met1.png
Supply wires on this layer in gray.
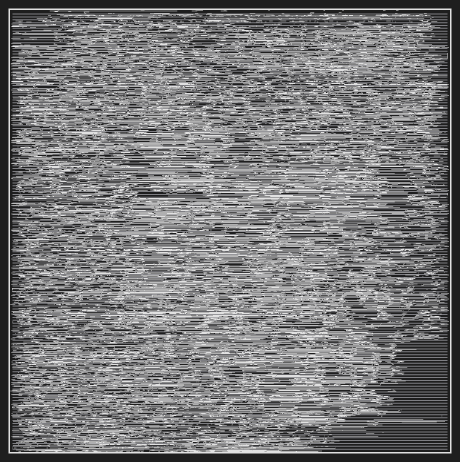
met2.png
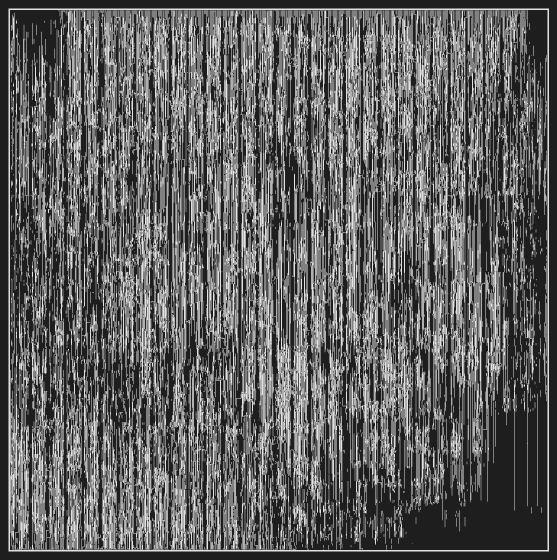
met3.png
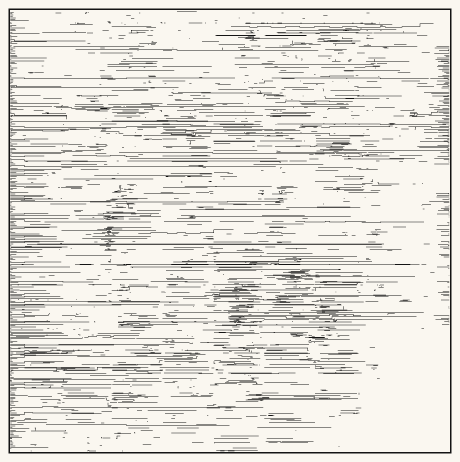
met4.png
Scale bar: 100 um. Supply wires on this layer in gray. Cells faint in the background.
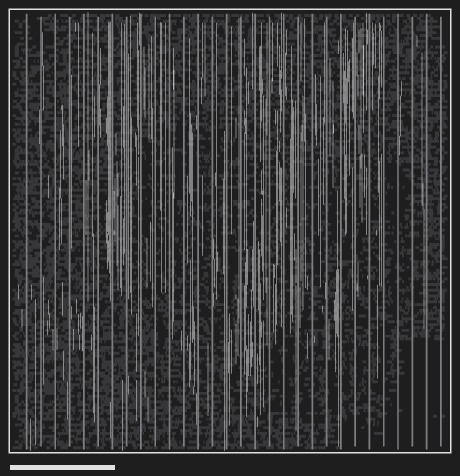
final_clocks.png
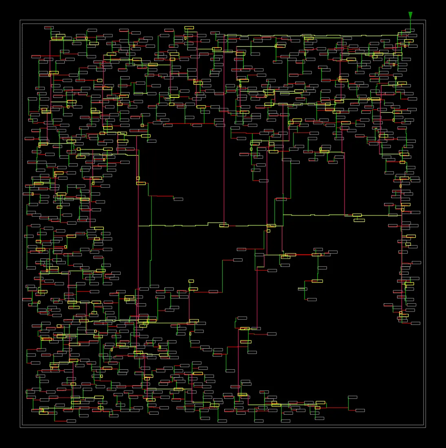
File: src/rtl/vector_writeback_unit.sv
// ---------------------------------------------------------------------------
// vector_writeback_unit
//
// Captures the vector function unit result on the single FINISHED cycle,
// merges it into the old destination contents under mask (vm/v0) and tail
// (vl) rules, LANE_SIZE elements per cycle (LANE_SIZE*8 bits per cycle for
// mask-producing ops), then hands the merged register to the VRF write port
// over a valid/ready handshake.
//
// Optional feature macro: VECTOR_WB_TAIL_AGNOSTIC_EN
//   defined   -> tail and masked-off elements are written all-ones
//   undefined -> tail and masked-off elements keep vd_old (undisturbed)
//
// Ports:
//   clk, rst (async, active low), rdy_in (global stall, 0 = hold everything)
//   vector_alu_status  function unit status (NOP/WORKING/FINISHED)
//   result, is_mask, cur_vsew, vl, vm, mask, vd_index, vd_old
//                      operands latched at FINISHED
//   vrf_wr_valid/ready/index/data  VRF write handshake
//   wb_busy            high whenever not IDLE
//   wb_done            one-cycle pulse on write handshake
//   overrun_err        sticky: FINISHED while busy, or illegal cur_vsew
// ---------------------------------------------------------------------------
`ifndef VEC_ALU_NOP
`define VEC_ALU_NOP 2'b00
`endif
`ifndef VEC_ALU_WORKING
`define VEC_ALU_WORKING 2'b01
`endif
`ifndef VEC_ALU_FINISHED
`define VEC_ALU_FINISHED 2'b10
`endif
`ifndef ONE_BYTE
`define ONE_BYTE 3'd0
`endif
`ifndef EIGHT_BYTE
`define EIGHT_BYTE 3'd3
`endif

module vector_writeback_unit #(
   parameter int VECTOR_SIZE     = 8,
   parameter int DATA_LEN        = 32,
   parameter int LANE_SIZE       = 2,
   parameter int VREG_INDEX_SIZE = 5
) (
   input  logic                              clk,
   input  logic                              rst,
   input  logic                              rdy_in,
   input  logic [1:0]                        vector_alu_status,
   input  logic [VECTOR_SIZE*DATA_LEN-1:0]   result,
   input  logic                              is_mask,
   input  logic [2:0]                        cur_vsew,
   input  logic [DATA_LEN-1:0]               vl,
   input  logic                              vm,
   input  logic [VECTOR_SIZE*DATA_LEN-1:0]   mask,
   input  logic [VREG_INDEX_SIZE-1:0]        vd_index,
   input  logic [VECTOR_SIZE*DATA_LEN-1:0]   vd_old,
   output logic                              vrf_wr_valid,
   input  logic                              vrf_wr_ready,
   output logic [VREG_INDEX_SIZE-1:0]        vrf_wr_index,
   output logic [VECTOR_SIZE*DATA_LEN-1:0]   vrf_wr_data,
   output logic                              wb_busy,
   output logic                              wb_done,
   output logic                              overrun_err
);

   localparam int VLEN = VECTOR_SIZE * DATA_LEN;
   // Element index width: must hold VLEN itself (mask-op element count).
   localparam int EW   = $clog2(VLEN) + 1;

   typedef enum logic [1:0] {
      IDLE  = 2'd0,
      MERGE = 2'd1,
      WRITE = 2'd2
   } state_t;

   state_t state_reg, state_next;

   logic [VLEN-1:0]            result_reg;
   logic [VLEN-1:0]            mask_reg;
   logic [VLEN-1:0]            merge_buf_reg;
   logic [VLEN-1:0]            merge_next;
   logic                       is_mask_reg;
   logic [1:0]                 sew_reg;
   logic [DATA_LEN-1:0]        vl_reg;
   logic                       vm_reg;
   logic [VREG_INDEX_SIZE-1:0] vd_index_reg;
   logic [EW-1:0]              elem_idx_reg;

   logic          finished;
   logic          capture;
   logic          handshake;
   logic          merge_last;
   logic [EW-1:0] ne;
   logic [EW-1:0] evl;
   logic [EW-1:0] step;
   logic [EW-1:0] window_end;

   assign finished     = (vector_alu_status == `VEC_ALU_FINISHED);
   assign wb_busy      = (state_reg != IDLE);
   assign vrf_wr_index = vd_index_reg;
   assign vrf_wr_data  = merge_buf_reg;

   // Element count, effective length and per-cycle step for the latched op.
   always_comb begin
      if (is_mask_reg) begin
         ne   = EW'(VLEN);
         step = EW'(LANE_SIZE * 8);
      end else begin
         ne   = EW'(VLEN / 8) >> sew_reg;
         step = EW'(LANE_SIZE);
      end
      if (vl_reg < DATA_LEN'(ne))
         evl = EW'(vl_reg);
      else
         evl = ne;
   end

   assign window_end = elem_idx_reg + step;
   assign merge_last = (window_end >= ne);

   // Per-bit merge: each bit works out which element it belongs to for the
   // current SEW, then updates only if that element is in this cycle's window.
   for (genvar gi = 0; gi < VLEN; gi++) begin : g_bit
      logic [EW-1:0] elem;
      logic          mbit;
      logic          in_win;
      logic          take;
      logic          fill;

      always_comb begin
         elem = EW'(gi);
         mbit = mask_reg[gi];
         if (!is_mask_reg) begin
            case (sew_reg)
               2'd0:    begin elem = EW'(gi / 8);  mbit = mask_reg[gi / 8];  end
               2'd1:    begin elem = EW'(gi / 16); mbit = mask_reg[gi / 16]; end
               2'd2:    begin elem = EW'(gi / 32); mbit = mask_reg[gi / 32]; end
               default: begin elem = EW'(gi / 64); mbit = mask_reg[gi / 64]; end
            endcase
         end
      end

      assign in_win = (elem >= elem_idx_reg) && (elem < window_end);
      assign take   = (elem < evl) && (vm_reg || mbit);
`ifdef VECTOR_WB_TAIL_AGNOSTIC_EN
      assign fill   = 1'b1;
`else
      assign fill   = merge_buf_reg[gi];
`endif
      assign merge_next[gi] = in_win ? (take ? result_reg[gi] : fill)
                                     : merge_buf_reg[gi];
   end

   // FSM next-state and control strobes.
   always_comb begin
      state_next = state_reg;
      capture    = 1'b0;
      handshake  = 1'b0;
      case (state_reg)
         IDLE: begin
            if (rdy_in && finished) begin
               capture    = 1'b1;
               state_next = (vl == '0) ? WRITE : MERGE;
            end
         end
         MERGE: begin
            if (rdy_in && merge_last)
               state_next = WRITE;
         end
         WRITE: begin
            // Ready is only consumed while the global stall is released.
            if (rdy_in && vrf_wr_valid && vrf_wr_ready) begin
               handshake  = 1'b1;
               state_next = IDLE;
            end
         end
         default: state_next = IDLE;
      endcase
   end

   always_ff @(posedge clk or negedge rst) begin
      if (!rst)
         state_reg <= IDLE;
      else
         state_reg <= state_next;
   end

   always_ff @(posedge clk or negedge rst) begin
      if (!rst) begin
         result_reg    <= '0;
         mask_reg      <= '0;
         merge_buf_reg <= '0;
         is_mask_reg   <= 1'b0;
         sew_reg       <= 2'd0;
         vl_reg        <= '0;
         vm_reg        <= 1'b0;
         vd_index_reg  <= '0;
         elem_idx_reg  <= '0;
         vrf_wr_valid  <= 1'b0;
         wb_done       <= 1'b0;
         overrun_err   <= 1'b0;
      end else if (rdy_in) begin
         wb_done <= handshake;
         if (finished && state_reg != IDLE)
            overrun_err <= 1'b1;
         if (capture) begin
            result_reg    <= result;
            mask_reg      <= mask;
            merge_buf_reg <= vd_old;
            is_mask_reg   <= is_mask;
            // Illegal SEW is flagged and then handled as 64-bit elements.
            if (cur_vsew > `EIGHT_BYTE) begin
               sew_reg     <= 2'd3;
               overrun_err <= 1'b1;
            end else begin
               sew_reg     <= cur_vsew[1:0];
            end
            vl_reg        <= vl;
            vm_reg        <= vm;
            vd_index_reg  <= vd_index;
            elem_idx_reg  <= '0;
            if (vl == '0)
               vrf_wr_valid <= 1'b1;
         end
         if (state_reg == MERGE) begin
            merge_buf_reg <= merge_next;
            elem_idx_reg  <= window_end;
            if (merge_last)
               vrf_wr_valid <= 1'b1;
         end
         if (handshake)
            vrf_wr_valid <= 1'b0;
      end
   end

endmodule

File: config.mk
export PLATFORM = sky130hd
export DESIGN_NAME = vector_writeback_unit
export DESIGN_NICKNAME = d
export VERILOG_FILES = /design/src/rtl/vector_writeback_unit.sv
export SDC_FILE = /design/constraint.sdc
export NUM_CORES = 2
export LEC_CHECK = 0
export CAP_MARGIN = 30
export CORE_AREA = 2 2 416 418
export DETAILED_ROUTE_END_ITERATION = 16
export DIE_AREA = 0 0 418 420
export MAX_ROUTING_LAYER = met4
export PLACE_DENSITY_LB_ADDON = 0.15
export SYNTH_ARGS = -nofsm -noshare
export SYNTH_HDL_FRONTEND = slang
export SYNTH_SLANG_ARGS = --single-unit
export TNS_END_PERCENT = 1
File: constraint.sdc
create_clock -name clk -period 9 [get_ports clk]
set_input_delay 2.7 -clock clk [delete_from_list [all_inputs] [get_ports clk]]
set_output_delay 2.7 -clock clk [all_outputs]
set_load 0.1 [all_outputs]
==> out/qor.log <==
INFO  hold_path      hold_class=reg2reg
INFO  cts            cts.root.buffer_cell=sky130_fd_sc_hd__clkbuf_16
INFO  layout         design_area=71400um^2
INFO  cts            max-clock-path-buffers=3
INFO  placed_design  dpl.cell_count=9851
INFO  run_status     status=finished clean
INFO  grt            grt_busiest_layer=met2
INFO  timing         fmaxAchievable=149MHz
INFO  synth          synth_seq_share=0.398
INFO  die            initCoreUtil=0.303
INFO  layout         clk_share=0.0472
INFO  synth          synth_top_cell_by_count=sky130_fd_sc_hd__nand2_1
INFO  synth          cell_count_listed_in_synth_stat_txt=6670
INFO  worst_setup_path critical_path_arrival=7.37ns
INFO  timing         hold_viol=0
INFO  die            die_w=418um
INFO  placed_design  dp_slack=2.48ns
INFO  synth          synth-edff-count=0
INFO  timing         rsz_0062_raised_after_global_routing=false
INFO  die            floorplan.die.height=420um
INFO  cts            cts.clk_slew.worst_paths=0.07ns
INFO  layout         area_delta_synth_final=38.0%
INFO  layout         n_clock_buffer=146
INFO  synth          yosys-stat-area=51700um^2
INFO  synth          syn-instance-count=6670
INFO  timing         finalMaxSlewViolations=0
INFO  layout         final.signal_buffer_count=1360
INFO  layout         lay_top_cells=2100 x sky130_fd_sc_hd__nand2_1, 1044 x sky130_fd_sc_hd__clkdlybuf4s50_1, 821 x sky130_fd_sc_hd__dfrtp_1
INFO  die            chip_footprint=176000um^2
INFO  synth          syn_area_per_cell=7.76um^2
INFO  worst_setup_path timing.critical_path.slowest_cell_delay=0.93ns
INFO  flow_run       log_warnings=111
INFO  grt            via_count_of_the_first_global_routing_pass=57300
INFO  timing         final.min_clock_period=6.70ns
INFO  cts            clk-insertion-delay-late=0.77ns
INFO  worst_setup_path critical_path_cell_count=17
INFO  worst_setup_path worst_path_buf_inv=3
INFO  placed_design  dpl-instance-area=67800um^2
INFO  layout         signal_buffer_area_fraction=0.203
INFO  synth          ys_warn_count=0
INFO  cts            postCtsSetupBuffers=0
INFO  grt            grt_antenna_before_repair=120
INFO  layout         comb_cells=5351
INFO  placed_design  place.port_buffers=1080
INFO  timing         timing.final.crit_share=0.745
INFO  worst_setup_path reg2reg_depth=17
INFO  grt            grt_start_max_net_pins=186
INFO  timing         totalNegativeSetupSlack=0ns
INFO  hold_path      min_delay_worst_endpoint=result_reg[120]
INFO  die            placement_rows=152
INFO  grt            first_pass_grt_wire_length=488000um
INFO  worst_setup_path ordered_cell_list_for_the_critical_path=clkinv_1 -> buf_4 -> buf_4 -> ha_1 -> nor4_1 -> nand4_2 -> a211oi_4 -> nand2_1 -> ha_1 -> nand2b_1 -> nor3b_1 -> mux2_2 -> nand3_1 -> nor2_1 -> a31o_2 -> o21ai_0 -> mux2_2
INFO  die            fp.coreArea=171000um^2
INFO  route          met2WireLength=159000um
INFO  cts            ctsResizeCount=0
INFO  flow_run       maxCapViolations=0
INFO  synth          ys_types=96
INFO  hold_path      hold_depth=2
INFO  synth          post-synth-top-area-cell=sky130_fd_sc_hd__dfrtp_1
INFO  layout         finalNetCount=8750
INFO  synth          synth-simple-area-share=0.248
INFO  worst_setup_path worst_r2r_endpoint=vrf_wr_data[222]
INFO  worst_setup_path cp-start-kind=flip-flop
INFO  grt            grt.overflow.total=0
INFO  route          routedWlPerCell=36.1um
INFO  layout         fin_util=0.418
INFO  layout         seq_cells=822
INFO  route          ant_nets=0
INFO  synth          yosys.area.top_type_share=0.398
INFO  layout         final-instance-count-excl-fill=10100
INFO  layout         sh_comb_area=0.414
INFO  timing         worst_case_setup_margin_in_the_final_layout=2.30ns
INFO  die            num_io_pins=1081
INFO  synth          async_flop_share=1.00
INFO  route          via_per_inst=5.94
INFO  worst_setup_path crit_slowest_cell=sky130_fd_sc_hd__a211oi_4
INFO  route          met3_wirelength=33400um
INFO  layout         share_of_cell_area_taken_by_flip_flops_and_latches=0.288
INFO  worst_setup_path crit_type=reg2reg
INFO  worst_setup_path rrSetupSlack=2.30ns
INFO  route          routedLengthMet1=153000um
INFO  layout         area.sequential=20600um^2
INFO  layout         inverters_excl_clock=91
INFO  synth          area_leaders=sky130_fd_sc_hd__dfrtp_1 40%, sky130_fd_sc_hd__nand2_1 15%, sky130_fd_sc_hd__a21oi_1 6.9%
INFO  synth          synth.ff_latch_count=822
INFO  grt            grt_use_total=0.414
INFO  cts            cts.sinks=822
INFO  worst_setup_path worstSetupEndpoint=vrf_wr_data[222]
INFO  route          firstDrtPassIters=6
INFO  route          detailedRoute.firstIterationViolations=7728
INFO  grt            gr-usage-met2=0.608
INFO  layout         fraction_of_layout_instances_using_a_drive_strength_above_1=0.0892
INFO  placed_design  gpl.final_weighted_congestion=1.06
INFO  layout         nFillCells=17500
INFO  synth          post_synth_ao_oa_area_fraction=0.242
INFO  layout         final_layout_top_logic_cell=sky130_fd_sc_hd__nand2_1
INFO  cts            cts_tree=built
INFO  layout         top_class_by_area=multi-input combinational cells
INFO  synth          synth.cell_area=51700um^2
INFO  worst_setup_path required_time_at_the_endpoint_of_the_critical_path=9.66ns
INFO  synth          ys_sh_mux=0.0207
Back to the opening pictures, met1.png:
longest straight run: 162 um
share of all routed wire: 42%
wire length on this layer: 153 mm
nets with wire on the layer: 8078
main direction: horizontal
Via Count: 60100
global routing met1 resource utilization: 0.541

Back to the opening pictures, met2.png:
longest straight run: 135 um
main direction: vertical
nets with wire on the layer: 7342
wire length on this layer: 159 mm
share of all routed wire: 44%

Back to the opening pictures, met3.png:
nets with wire on the layer: 1382
longest straight run: 337 um
main direction: horizontal
share of all routed wire: 9.2%
met3 track utilization from global routing: 0.0942
Total Routed Length: 366000 um

Back to the opening pictures, met4.png:
wire length on this layer: 19500 um
longest straight run: 304 um

Back to the opening pictures, final_clocks.png:
total CTS buffers: 100
skew final: 0.0733 ns

